Fig. 1: run 1, placement view
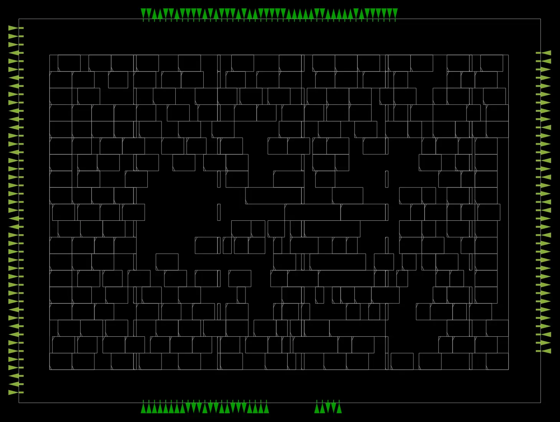
Fig. 2: run 1, wires at chosen ports, followed through buffers
Bar = 20 µm.
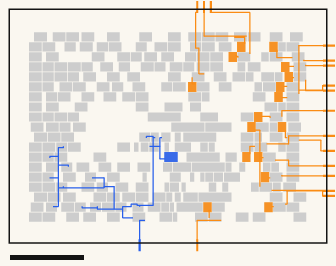
Fig. 3: run 1, cell area per tile
Bar = 20 µm. 9 x 6 tiles, from white (low) to dark blue (high), 0 to 100% covered.
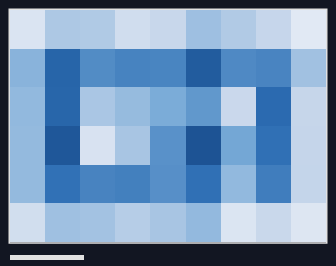
===== src/rtl/dmem_arbiter.sv =====
// dmem_arbiter: two-port arbiter in front of a single-ported 256x16 data
// memory. Port 0 (CPU LSU) has priority; a saturating counter of consecutive
// port-0 wins while port 1 waits forces port 1 through every MAX_CONSEC+1
// cycles. Read data returns one cycle after the grant, steered to the port
// that issued the read.
module dmem_arbiter #(
    parameter int unsigned MAX_CONSEC = 4
) (
    input  logic        clk,
    input  logic        rst,

    input  logic        p0_req,
    input  logic        p0_we,
    input  logic [15:0] p0_addr,
    input  logic [15:0] p0_wdata,
    output logic        p0_gnt,
    output logic        p0_rvalid,
    output logic [15:0] p0_rdata,

    input  logic        p1_req,
    input  logic        p1_we,
    input  logic [15:0] p1_addr,
    input  logic [15:0] p1_wdata,
    output logic        p1_gnt,
    output logic        p1_rvalid,
    output logic [15:0] p1_rdata,

    output logic [15:0] m_addr,
    output logic [15:0] m_wdata,
    output logic        m_write,
    output logic        m_read,
    input  logic [15:0] m_rdata
);

    localparam logic [3:0] MAX_CNT = 4'(MAX_CONSEC);

    logic [3:0] consec_q, consec_d;
    logic [1:0] rsp_owner_q, rsp_owner_d;

    // Grant decision: port 0 wins ties unless port 1 has waited MAX_CONSEC grants.
    always_comb begin
        p0_gnt = 1'b0;
        p1_gnt = 1'b0;
        if (!rst) begin
            if (p0_req && p1_req) begin
                if (consec_q == MAX_CNT) begin
                    p1_gnt = 1'b1;
                end else begin
                    p0_gnt = 1'b1;
                end
            end else begin
                p0_gnt = p0_req;
                p1_gnt = p1_req;
            end
        end
    end

    // Memory drive follows the winning port; all zero when nothing is granted.
    always_comb begin
        m_addr  = '0;
        m_wdata = '0;
        m_write = 1'b0;
        m_read  = 1'b0;
        if (p0_gnt) begin
            m_addr  = p0_addr;
            m_wdata = p0_wdata;
            m_write = p0_we;
            m_read  = ~p0_we;
        end else if (p1_gnt) begin
            m_addr  = p1_addr;
            m_wdata = p1_wdata;
            m_write = p1_we;
            m_read  = ~p1_we;
        end
    end

    // Next state: starvation counter and owner of next cycle's read data.
    always_comb begin
        consec_d = consec_q;
        if (p1_gnt || !p1_req) begin
            consec_d = '0;
        end else if (p0_gnt && (consec_q != MAX_CNT)) begin
            consec_d = consec_q + 4'd1;
        end
        rsp_owner_d = {p1_gnt & ~p1_we, p0_gnt & ~p0_we};
    end

    // State registers; reset also discards any outstanding read response.
    always_ff @(posedge clk or posedge rst) begin
        if (rst) begin
            consec_q    <= '0;
            rsp_owner_q <= '0;
        end else begin
            consec_q    <= consec_d;
            rsp_owner_q <= rsp_owner_d;
        end
    end

    // Return path: memory read data goes only to the port that owns it.
    always_comb begin
        p0_rvalid = rsp_owner_q[0];
        p1_rvalid = rsp_owner_q[1];
        p0_rdata  = rsp_owner_q[0] ? m_rdata : '0;
        p1_rdata  = rsp_owner_q[1] ? m_rdata : '0;
    end

endmodule

===== config.mk =====
export PLATFORM = sky130hd
export DESIGN_NAME = dmem_arbiter
export DESIGN_NICKNAME = d
export VERILOG_FILES = /design/src/rtl/dmem_arbiter.sv
export SDC_FILE = /design/constraint.sdc
export NUM_CORES = 1
export LEC_CHECK = 0
export CORE_ASPECT_RATIO = 0.7
export CORE_MARGIN = 5
export CORE_UTILIZATION = 23
export CTS_CLUSTER_DIAMETER = 150
export DETAILED_ROUTE_END_ITERATION = 10
export PLACE_DENSITY = 0.94
export SYNTH_ARGS = -nofsm -noshare
export SYNTH_HDL_FRONTEND = slang
export SYNTH_SLANG_ARGS = --single-unit

===== constraint.sdc =====
create_clock -name clk -period 3.9 [get_ports clk]
set_input_delay 0.975 -clock clk [delete_from_list [all_inputs] [get_ports clk]]
set_output_delay 0.975 -clock clk [all_outputs]
set_load 0.005 [all_outputs]

==> metrics.yaml, run 1 <==
setup_path:
  worstPathMaxFanout: 21
  rr_endpoint: "rsp_owner_q[0]$_DFF_PP0_"
  worstSetupStartpointType: "primary input"
  worstSetupStartpoint: "p1_req"
  timing.rr.start: "consec_q[0]$_DFFE_PP0P_"
  worstPathCellList: "clkdlybuf4s50_1 > inv_1 > o211a_1 > buf_4 > a22o_1 > clkdlybuf4s50_1"
  worstSetupPathType: "primary input to output port"
  endpoint: "m_addr[7]"
logic_synthesis:
  aoi_share_pct: 37.8
  ys.flop_type: "dfrtp_1"
  ys_types: 22
  synth_flops: 6
  edf_count: 0
  yosysWarnings: 0
  syn_avg_cell_area_um2: 8.33
  ys_sh_mux_pct: 0
  topCellsByArea: "a22o_1, and2_1, dfrtp_1"
  netlist_area_um2: 925
  yosysTopAreaCell: "a22o_1"
  ys_sh_adder_pct: 2.71
clock_tree:
  clk_pin_slew_ns: 0.04
  htreeDepth: 1
  cts_hold_buf: 0
  cts.repair.resized: 0
sta:
  final.setup.tns_ns: 0
  fmaxAchievable_mhz: 265
  hold_viol_final: 0
  rsz0062_at_grt: "false"
  hold_slack_ns: 0.586
  slew_headroom_pct: 71.9
  tightest_slew_ns: 0.421
  fin_crit_ns: 3.78
  fin_crit_sh_pct: 96.9
run_status:
  outcome: "finished, final reports clean"
cells_and_area:
  final_cell_mix: "clkdlybuf4s50_1, a22o_1, and2_1, inv_1, dfrtp_1"
  syn_to_final_growth_pct: 177
power:
  p_seq_w: 0.0000675
  switching_share_pct: 23.5
  comb_power_share_pct: 56.0
  p_sw_w: 0.0000857
  total_power_w: 0.000364
  p_clk_share_pct: 25.5
  internal_power_w: 0.000279
  comb_cell_power_w: 0.000204
global_route:
  grt_overflow: 0
  grt_pass1_vias: 1602
  met1_usage_pct: 17.1
drt:
  remaining_drc_errors: 0
  wl_met3_um: 556
  ant_nets: 0
  routedWlPerCell_um: 15.9
  wirelength_um: 5030
  wl_met2_um: 2630
  drt_iter0_markers: 68
worst_hold_path:
  holdPathEnd: "consec_q[0]$_DFFE_PP0P_"
  hp-start: "consec_q[0]$_DFFE_PP0P_"
floorplanning:
  ioPinCount: 156
  num_rows: 19
  dieArea_um2: 5410
placement:
  place.gp.congestion: 0.780
## Picture notes: Fig. 1
flop share of the area: 5.87%
Tapcells: 52
total core area: 3900 µm²
fin util: 65.6%
FILL cells: 326

## Picture notes: Fig. 2
orange -> p1_rdata  # direction output, edge 12 right, 3 top, 1 bottom, end cells 16, buffers 16, wire 262 µm
blue -> p0_gnt  # direction output, edge bottom, end cells 1, buffers 2, wire 121 µm

## Picture notes: Fig. 3
tiles over 75% full = 11%
emptiest ninth of the die = lower right
fullest tile = 86%
mean over tiles = 46%
fp util: 23.7%

==> run 1: metrics by stage <==
step	utilization [%]	setup slack, ns	cells	cell area (µm²)
floorplan	-	1.17	111	925
global placement	64.5	0.171	314	2520
detailed placement	64.5	0.133	314	2520
CTS	65.6	0.107	317	2560
global route	65.6	0.0225	317	2560
finish	65.6	0.121	317	2560
==> run 1: critical path, delay by kind of cell <==
family,cells,cell delay (ns)
compound gates,2,0.51
buf+inv,4,1.31
==> run 1: state kept, by name, indices dropped and copies added (netlist names) <==
name	count
consec_q	4
rsp_owner_q	2
==> run 1: area by class of cell <==
type                       instances  area (µm²)
tap                               52        65.1
multi-input combinational         90         677
inverter                           6        22.5
fill                             326        1340
timing repair buffer             160        1600
clock buffer                       3        41.3
sequential                         6         150
--- run 2 (diff from run 1) ---
--- a/config.mk
+++ b/config.mk
@@ -9,6 +9,7 @@
 export CORE_MARGIN = 5
 export CORE_UTILIZATION = 23
 export CTS_CLUSTER_DIAMETER = 150
+export CTS_CLUSTER_SIZE = 16
 export DETAILED_ROUTE_END_ITERATION = 10
 export PLACE_DENSITY = 0.94
 export SYNTH_ARGS = -nofsm -noshare
Fig. 4: run 2, where the registers sit
Bar = 20 µm. Other cells in grey.
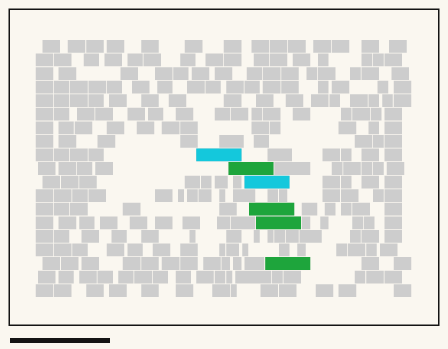
green -> consec_q  # flops 4
cyan -> rsp_owner_q  # flops 2

==> run 2 against run 1 <==
  * Count of clock-buffer cells in the layout unchanged
  * Synthesized cell count unchanged
  * Final cell count stayed put
  * Area after synthesis unchanged
  * First-iteration DRC count did not move
  * Worst setup slack unchanged
  * Design area did not move
  * Sequential power hardly changed
  * Total power did not move
  * Routed wire length stayed put
  * Via count is the same
  * Combinational power about the same
  * Critical path type unchanged
  * Highest routed layer unchanged
==> metrics.yaml, run 2 <==
floorplanning:
  dieArea_um2: 5410  # unchanged
  num_rows: 19  # unchanged
  core_um2: 3900  # unchanged
  ioPinCount: 156  # unchanged
  initCoreUtil_pct: 23.7  # unchanged
worst_hold_path:
  hp-start: "consec_q[0]$_DFFE_PP0P_"
  holdPathEnd: "consec_q[0]$_DFFE_PP0P_"
cells_and_area:
  regArea_um2: 150  # unchanged
  top_register: "consec_q"
  largest_reg_flops: 4  # unchanged
  final_cell_mix: "clkdlybuf4s50_1, a22o_1, and2_1, inv_1, dfrtp_1"
  fin_util_pct: 65.6  # unchanged
  combGateArea_um2: 677  # unchanged
  fillers: 326  # unchanged
  syn_to_final_growth_pct: 177  # unchanged
  largestRegisters: "consec_q x4, rsp_owner_q x2"
  design_area_um2: 2560  # unchanged
logic_synthesis:
  topCellsByArea: "a22o_1, and2_1, dfrtp_1"
  syn_avg_cell_area_um2: 8.33  # unchanged
  aoi_share_pct: 37.8  # unchanged
  ys_sh_mux_pct: 0  # unchanged
  ys.flop_type: "dfrtp_1"
  edf_count: 0  # unchanged
  yosysTopAreaCell: "a22o_1"
  synth-xor-area-share_pct: 0
  netlist_area_um2: 925  # unchanged
  synth_flops: 6  # unchanged
  yosysWarnings: 0  # unchanged
  ys_types: 22  # unchanged
  ys_sh_adder_pct: 2.71  # unchanged
  fp_nets: 199
drt:
  wirelength_um: 5030  # unchanged
  drt_iter0_markers: 68  # unchanged
  ant_nets: 0  # unchanged
  remaining_drc_errors: 0  # unchanged
  wl_met2_um: 2630  # unchanged
  wl_met3_um: 556  # unchanged
power:
  p_seq_w: 0.0000675  # about the same
  comb_power_share_pct: 56.0  # about the same
  comb_cell_power_w: 0.000204  # about the same
  p_clk_share_pct: 25.5  # about the same
run_status:
  outcome: "finished, final reports clean"
setup_path:
  cp.buffers_inverters: 4  # unchanged
  worstPathMaxFanout: 21  # unchanged
  crit_cells: 6  # unchanged
  r2r_cells: 6
  crit_top_cell: "clkdlybuf4s50_1"
  worstPathCellList: "clkdlybuf4s50_1 > inv_1 > o211a_1 > buf_4 > a22o_1 > clkdlybuf4s50_1"
  worstSetupStartpoint: "p1_req"
  worstSetupPathType: "primary input to output port"
  worstSetupStartpointType: "primary input"
  endpoint: "m_addr[7]"
  timing.rr.start: "consec_q[0]$_DFFE_PP0P_"
sta:
  fmaxAchievable_mhz: 265  # unchanged
  slew_headroom_pct: 71.9  # unchanged
  slew_viol_final: 0
  fin_crit_ns: 3.78  # unchanged
  rsz0062_at_grt: "false"
  hold_viol_final: 0  # unchanged
  tightest_slew_ns: 0.421  # unchanged
  final.setup.tns_ns: 0  # unchanged
  fin_crit_sh_pct: 96.9  # unchanged
run:
  warnings: 27
placement:
  place_area_um2: 2520  # unchanged
  place.gp.congestion: 0.780  # unchanged
clock_tree:
  htreeDepth: 1  # unchanged
  cts.repair.resized: 0  # unchanged
  cts_hold_buf: 0  # unchanged
global_route:
  grt_overflow: 0  # unchanged
  grt_use_met3_pct: 6.25
  met1_usage_pct: 17.1  # unchanged
-- run 2: cell counts in the layout (fill, tap and decap cells not counted) --
Identical to the previous run, type by type.
-- run 2: area by class of cell --
cell class | instances | share of cell area, %
clock buffers | 3 | 1.61
flip-flops and latches | 6 | 5.87
repair buffers | 160 | 62.6
well taps | 52 | 2.54
inverters | 6 | 0.881
multi-input cells | 90 | 26.5
-- run 2: logic make-up after synthesis --
kind of cell	after synthesis
simple gates	47
buf+inv	15
fa+ha+maj	2
compound gates	41
flops	6
-- run 2: metrics by stage --
step	hold WS (ns)	setup slack (ns)	instances	power (W)
floorplan	0.517	1.17	111	0.000119
global placement	0.562	0.171	314	0.000269
detailed placement	0.574	0.133	314	0.000274
CTS	0.582	0.107	317	0.000369
global route	0.609	0.0225	317	0.000386
finish	0.586	0.121	317	0.000364
Power figures rest on the tool's default switching activity, not on a simulated workload.
